Run 1, wire density map:
Scale bar: 20 um. The die is cut into 22 by 27 equal tiles; dark blue is low, red is high, scaled to the fullest tile. Values are wire area over tile area, all layers added.
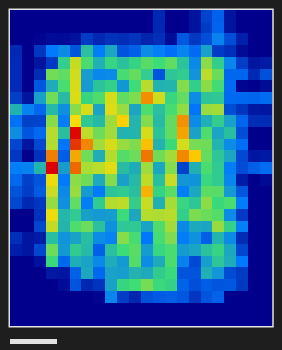
Run 1, met3 routing:
Scale bar: 20 um.
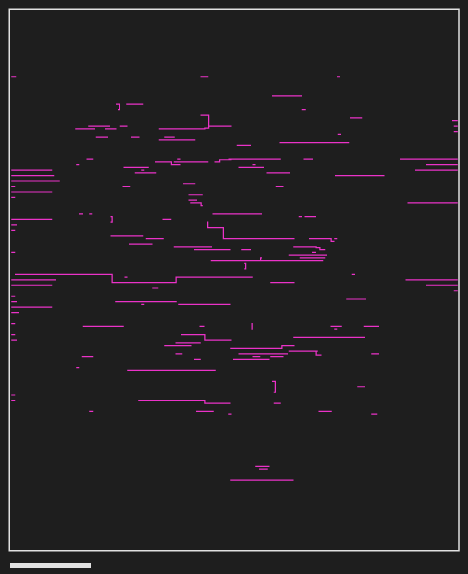
Run 1, the metal 1 layer:
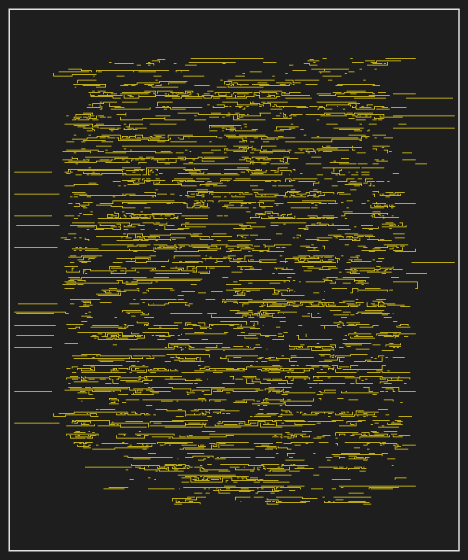
--- src/rtl/seg_dyn_scan.sv ---
// seg_dyn_scan
//   Turns a 20-bit unsigned magnitude into a six-digit multiplexed 7-segment scan
//   for a common-anode display fed through an HC595 shifter. A sequential
//   double-dabble converter produces BCD. The scan then applies leading-zero
//   blanking, an optional minus sign and per-digit decimal points.
//
// Ports
//   clk     system clock, all logic on posedge
//   rst     synchronous active-high reset
//   data    magnitude to display (clamped to 999999, or 99999 when sign=1)
//   point   point[i]=1 lights the decimal point of digit i (digit 0 = rightmost)
//   sign    1 = leading minus sign
//   seg_en  1 = display on, 0 = all digits blank
//   sel     one-hot digit select, active high
//   seg     segments, active low; seg[7]=dp, seg[6:0]=g..a
//
// Converter states
//   state | meaning
//   IDLE  | compare input against last converted value, start on change/force
//   SHIFT | 20 add-3/shift-left iterations
//   DONE  | publish accumulator to display BCD register
module seg_dyn_scan #(
  parameter int SCAN_CNT_MAX = 49_999,
  parameter int BIN_W        = 20
) (
  input  logic             clk,
  input  logic             rst,
  input  logic [BIN_W-1:0] data,
  input  logic [5:0]       point,
  input  logic             sign,
  input  logic             seg_en,
  output logic [5:0]       sel,
  output logic [7:0]       seg
);

  localparam int CNT_W = (SCAN_CNT_MAX > 0) ? $clog2(SCAN_CNT_MAX + 1) : 1;
  localparam logic [CNT_W-1:0] CNT_LAST = CNT_W'(SCAN_CNT_MAX);
  localparam logic [BIN_W-1:0] MAX_POS  = BIN_W'(999_999);
  localparam logic [BIN_W-1:0] MAX_NEG  = BIN_W'(99_999);

  localparam logic [1:0] IDLE  = 2'd0;
  localparam logic [1:0] SHIFT = 2'd1;
  localparam logic [1:0] DONE  = 2'd2;

  localparam logic [6:0] GLYPH_MINUS = 7'h3F;
  localparam logic [6:0] GLYPH_BLANK = 7'h7F;

  logic [1:0]       state;
  logic             force_conv;
  logic [4:0]       shift_cnt;
  logic [BIN_W-1:0] bin_sr;
  logic [23:0]      bcd_acc;
  logic [23:0]      bcd_adj;
  logic [BIN_W-1:0] last_mag;
  logic             last_sign;
  logic [23:0]      bcd_disp;
  logic             disp_sign;

  logic [CNT_W-1:0] scan_cnt;
  logic [2:0]       idx;

  logic [BIN_W-1:0] mag;
  logic [BIN_W-1:0] mag_lim;
  logic [2:0]       high_digit;
  logic [3:0]       cur_nib;
  logic [6:0]       cur_glyph;

  // Clamp so the minus sign always has a free digit to land in
  always_comb begin
    mag_lim = sign ? MAX_NEG : MAX_POS;
    mag     = (data > mag_lim) ? mag_lim : data;
  end

  always_comb begin
    bcd_adj = bcd_acc;
    for (int i = 0; i < 6; i++) begin
      if (bcd_acc[i*4 +: 4] >= 4'd5) begin
        bcd_adj[i*4 +: 4] = bcd_acc[i*4 +: 4] + 4'd3;
      end
    end
  end

  always_ff @(posedge clk) begin
    if (rst) begin
      state      <= IDLE;
      force_conv <= 1'b1;
      shift_cnt  <= '0;
      bin_sr     <= '0;
      bcd_acc    <= '0;
      last_mag   <= '0;
      last_sign  <= 1'b0;
      bcd_disp   <= '0;
      disp_sign  <= 1'b0;
    end else begin
      case (state)
        IDLE: begin
          if (force_conv || (mag != last_mag) || (sign != last_sign)) begin
            force_conv <= 1'b0;
            bin_sr     <= mag;
            bcd_acc    <= '0;
            last_mag   <= mag;
            last_sign  <= sign;
            shift_cnt  <= '0;
            state      <= SHIFT;
          end
        end
        SHIFT: begin
          {bcd_acc, bin_sr} <= {bcd_adj[22:0], bin_sr, 1'b0};
          shift_cnt         <= shift_cnt + 5'd1;
          if (shift_cnt == 5'(BIN_W - 1)) begin
            state <= DONE;
          end
        end
        DONE: begin
          // Sign travels with its digits so the minus never pairs with a stale value
          bcd_disp  <= bcd_acc;
          disp_sign <= last_sign;
          state     <= IDLE;
        end
        default: state <= IDLE;
      endcase
    end
  end

  always_ff @(posedge clk) begin
    if (rst) begin
      scan_cnt <= '0;
      idx      <= '0;
    end else if (scan_cnt == CNT_LAST) begin
      scan_cnt <= '0;
      idx      <= (idx == 3'd5) ? 3'd0 : idx + 3'd1;
    end else begin
      scan_cnt <= scan_cnt + 1'b1;
    end
  end

  // Highest non-zero digit; stays 0 for a zero value so digit 0 still shows "0"
  always_comb begin
    high_digit = 3'd0;
    for (int i = 0; i < 6; i++) begin
      if (bcd_disp[i*4 +: 4] != 4'd0) begin
        high_digit = 3'(i);
      end
    end
  end

  always_comb begin
    cur_nib = bcd_disp[{idx, 2'b00} +: 4];
    case (cur_nib)
      4'd0:    cur_glyph = 7'h40;
      4'd1:    cur_glyph = 7'h79;
      4'd2:    cur_glyph = 7'h24;
      4'd3:    cur_glyph = 7'h30;
      4'd4:    cur_glyph = 7'h19;
      4'd5:    cur_glyph = 7'h12;
      4'd6:    cur_glyph = 7'h02;
      4'd7:    cur_glyph = 7'h78;
      4'd8:    cur_glyph = 7'h00;
      4'd9:    cur_glyph = 7'h10;
      default: cur_glyph = GLYPH_BLANK;
    endcase
    if (idx > high_digit) begin
      cur_glyph = (disp_sign && (idx == high_digit + 3'd1)) ? GLYPH_MINUS : GLYPH_BLANK;
    end
  end

  always_ff @(posedge clk) begin
    if (rst || !seg_en) begin
      sel <= 6'b0;
      seg <= 8'hFF;
    end else begin
      sel <= 6'b1 << idx;
      seg <= {~point[idx], cur_glyph};
    end
  end

endmodule

--- config.mk ---
export PLATFORM = sky130hd
export DESIGN_NAME = seg_dyn_scan
export DESIGN_NICKNAME = d
export VERILOG_FILES = /design/src/rtl/seg_dyn_scan.sv
export SDC_FILE = /design/constraint.sdc
export NUM_CORES = 1
export LEC_CHECK = 0
export ABC_AREA = 0
export CAP_MARGIN = 20
export CORE_ASPECT_RATIO = 1.25
export CORE_MARGIN = 10
export CORE_UTILIZATION = 64
export DETAILED_ROUTE_END_ITERATION = 10
export PLACE_DENSITY = 0.85
export SLEW_MARGIN = 25
export SYNTH_ARGS = -nofsm -noshare
export SYNTH_HDL_FRONTEND = slang
export SYNTH_SLANG_ARGS = --single-unit
--- constraint.sdc ---
create_clock -name clk -period 7.45 [get_ports clk]
set_clock_uncertainty 0.15 [all_clocks]
set_input_delay 1.49 -clock clk [delete_from_list [all_inputs] [get_ports clk]]
set_output_delay 1.49 -clock clk [all_outputs]
set_load 0.01 [all_outputs]
==> out/results.ini, run 1 <==
[logic_synthesis]
ys.flops=131
synth-edff-count=0
synthCells=787
ys_seq_share_pct=39.5

[status]
outcome=finished, final reports clean

[cells_and_area]
final_core_util_pct=76.9
non_clock_buffer_area_share_pct=6.41
final_area_um2=7770
area_delta_synth_final_pct=17.1
n_all_buffers=50
drive_above_1_share_pct=7.38

[detailed_routing]
vias=5942
vias_per_cell=6.22

[sta]
fin_crit_sh_pct=82.1
rsz0062_at_grt=no
relSlewSlack_pct=40.5
finalSetupViolCount=0

[setup_path]
crit_type=input port to flip-flop
critPathMaxFanout=29
cp-end-kind=flip-flop

[flow_run]
openroad.warnings=36

[hold_path]
min_path_type=flip-flop to flip-flop

[global_route]
grt_max_degree=61

[pwr]
power_frac_comb_pct=9.6
pg_comb_w=0.000174

[floorplan]
fp_util_pct=65.7
die_area_um2=14900
die_w_um=111

-- 'wire density map' (at the start) --
- nearly empty tiles: 24%
- tiles over half the peak: 22%
- densest ninth of the die: centre
- mean over tiles: 0.19

-- 'met3 routing' (at the start) --
- share of all routed wire: 4.6%
- main direction: horizontal
- longest straight run: 27.6 um
- wire length on this layer: 785 um
- nets with wire on the layer: 90

-- 'the metal 1 layer' (at the start) --
- wire length on this layer: 6570 um
- nets with wire on the layer: 821

-- run 1: worst paths after layout --
path / from / end / slack (ps) / cells past startpoint
max: sign / bin_sr[3]$_SDFFE_PP0P_ / 1330 / 13
min: bin_sr[14]$_SDFFE_PP0P_ / bin_sr[14]$_SDFFE_PP0P_ / 320 / 1
max reg2reg: last_mag[16]$_SDFFE_PP0P_ / bin_sr[3]$_SDFFE_PP0P_ / 3970 / 10
min reg2reg: bin_sr[14]$_SDFFE_PP0P_ / bin_sr[14]$_SDFFE_PP0P_ / 320 / 1
-- run 1: layer usage --
layer	vias to the layer above	routed length (um)	GRT usage, %
li1	2845	-	-
met1	2837	6570	22.0
met2	201	8890	41.2
met3	59	784	5.49
met4	0	802	14.7
met5	-	0	0
Run 1, cell classes on the final placement:
Fill, decap, tap and diode cells in grey.
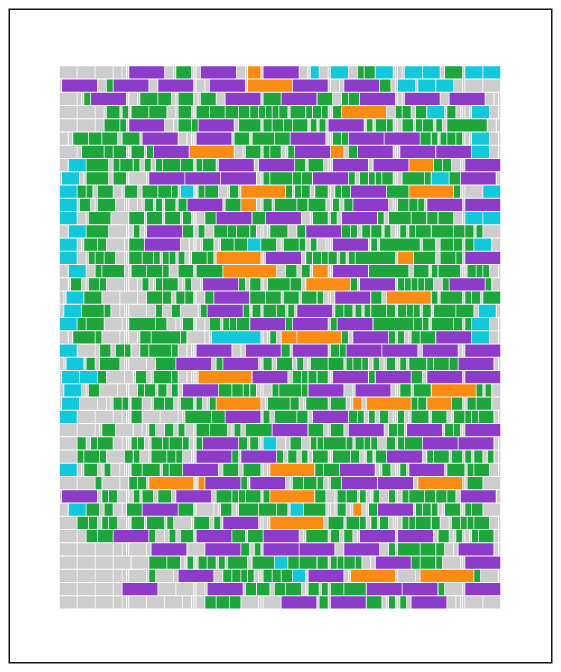

==> run 1 -> run 2 <==
Settings changed: CORE_UTILIZATION 64 to 54, PLACE_DENSITY 0.85 to 0.77.
Clock period 7.45 ns to 5.4 ns, I/O delays scaled along.
Run 2, cell classes on the final placement:
Fill, decap, tap and diode cells in grey.
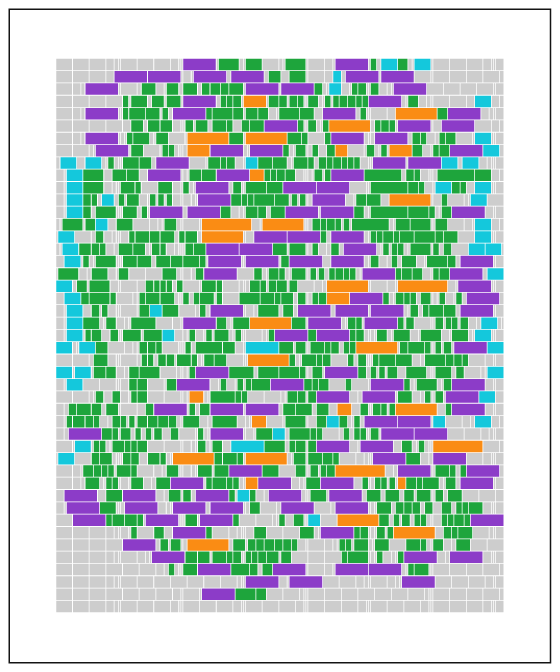
- purple: flip-flops (cells 131)
- orange: clock drivers and dummy loads (cells 32)
- green: all other logic (cells 613)
- cyan: other buffers and delay cells (cells 56)

Run 2, the metal 1 layer:
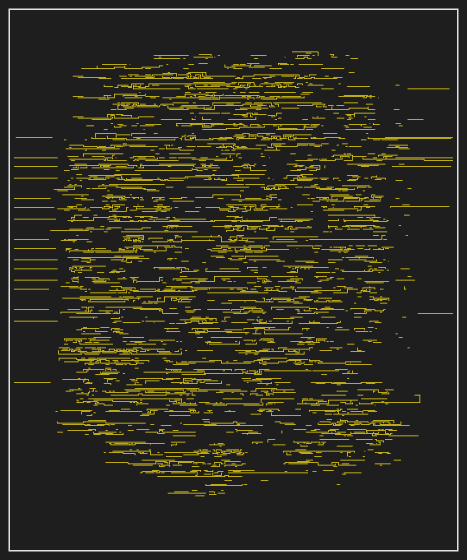
- share of all routed wire: 41%
- main direction: horizontal
- nets with wire on the layer: 828
- wire length on this layer: 6580 um
- longest straight run: 24.8 um

==> run 2 against run 1 <==
- first-iteration DRC count decreased by 3.3%
- clock-buffer cell count is 1 higher
- die area grew 15%
- synthesized cell count stayed put
- synthesized area unchanged
- non-clock buffer count is 6 higher
- sequential power rose by 38%
- worst setup slack got worse by 810 ps
- via count down 3.1%
- critical path depth decreased by 1
- largest cell class unchanged
- hold slack got worse by 20 ps
==> out/results.ini, run 2 <==
[status]
outcome=finished, final reports clean

[global_route]
grt.busiest_layer=met2
grt_pass1_wl_um=26900
grt_max_degree=50
grtUsageMet2_pct=34.2
grt_use_met1_pct=20.1
met3_usage_pct=4.20

[sta]
fin_crit_sh_pct=90.4
relSlewSlack_pct=43.2

[floorplan]
ios=44
die_area_um2=17200
fp_util_pct=54.8
die_w_um=119

[logic_synthesis]
synth.mux.area_fraction_pct=4.60
ys.flops=131
synth-edff-count=0
synthCells=787
compound_area_share_pct=18.9
ys_seq_share_pct=39.5
synth.avg_cell_area_um2=8.43
yosysTopAreaCell=dfxtp_1
ys_warn_count=0

[detailed_routing]
vias=5759
met3_length_um=674
vias_per_cell=5.78
drt_iter0_markers=384
wl_met1_um=6580
topRoutingLayerUsed=met4
dr_wl_met2_um=8140

[setup_path]
crit_path_end=bin_sr[2]$_SDFFE_PP0P_
critPathMaxFanout=13
r2r_start=last_mag[16]$_SDFFE_PP0P_
startpoint=sign
r2r_cells=9
path_depth=12
crit_type=input port to flip-flop
cp-end-kind=flip-flop
r2r_slack_ps=2160
reg2reg_to=bin_sr[2]$_SDFFE_PP0P_

[cells_and_area]
area_delta_synth_final_pct=18.8
drive_above_1_share_pct=8.17
final_area_um2=7880

[placed_design]
dp.cells=964

[cts]
clk_path_buf_depth=2
cts_tree=yes

[pwr]
power_frac_comb_pct=9.5
swShare_pct=23.5

[flow_run]
openroad.warnings=36

[hold_path]
whs_path_depth=1
min_to=scan_cnt[0]$_SDFF_PP0_

[run 2: cell counts after synthesis]
No cell type changed its count.
[run 2: power by group through the flow]
stage | logic, W | registers, W | clock network (W)
5_1_grt | 0.000266 | 0.00104 | 0.00131
2_1_floorplan | 0.000155 | 0.00105 | 0
3_3_place_gp | 0.000235 | 0.00105 | 0
3_5_place_dp | 0.000240 | 0.00106 | 0
6_report | 0.000241 | 0.00104 | 0.00125
4_1_cts | 0.000241 | 0.00103 | 0.00127
[run 2: area by class of cell]
type                            count  area [um^2]  share of cell area, %
Timing Repair Buffer               56          548                   6.95
Multi-Input combinational cell    572         3700                   46.9
Inverter                           41          154                   1.95
Clock inverter                     11          175                   2.22
Sequential cell                   131         2620                   33.3
Clock buffer                       21          480                   6.10
Tap cell                          164          205                   2.60
Power is estimated from default activity; no workload was simulated.
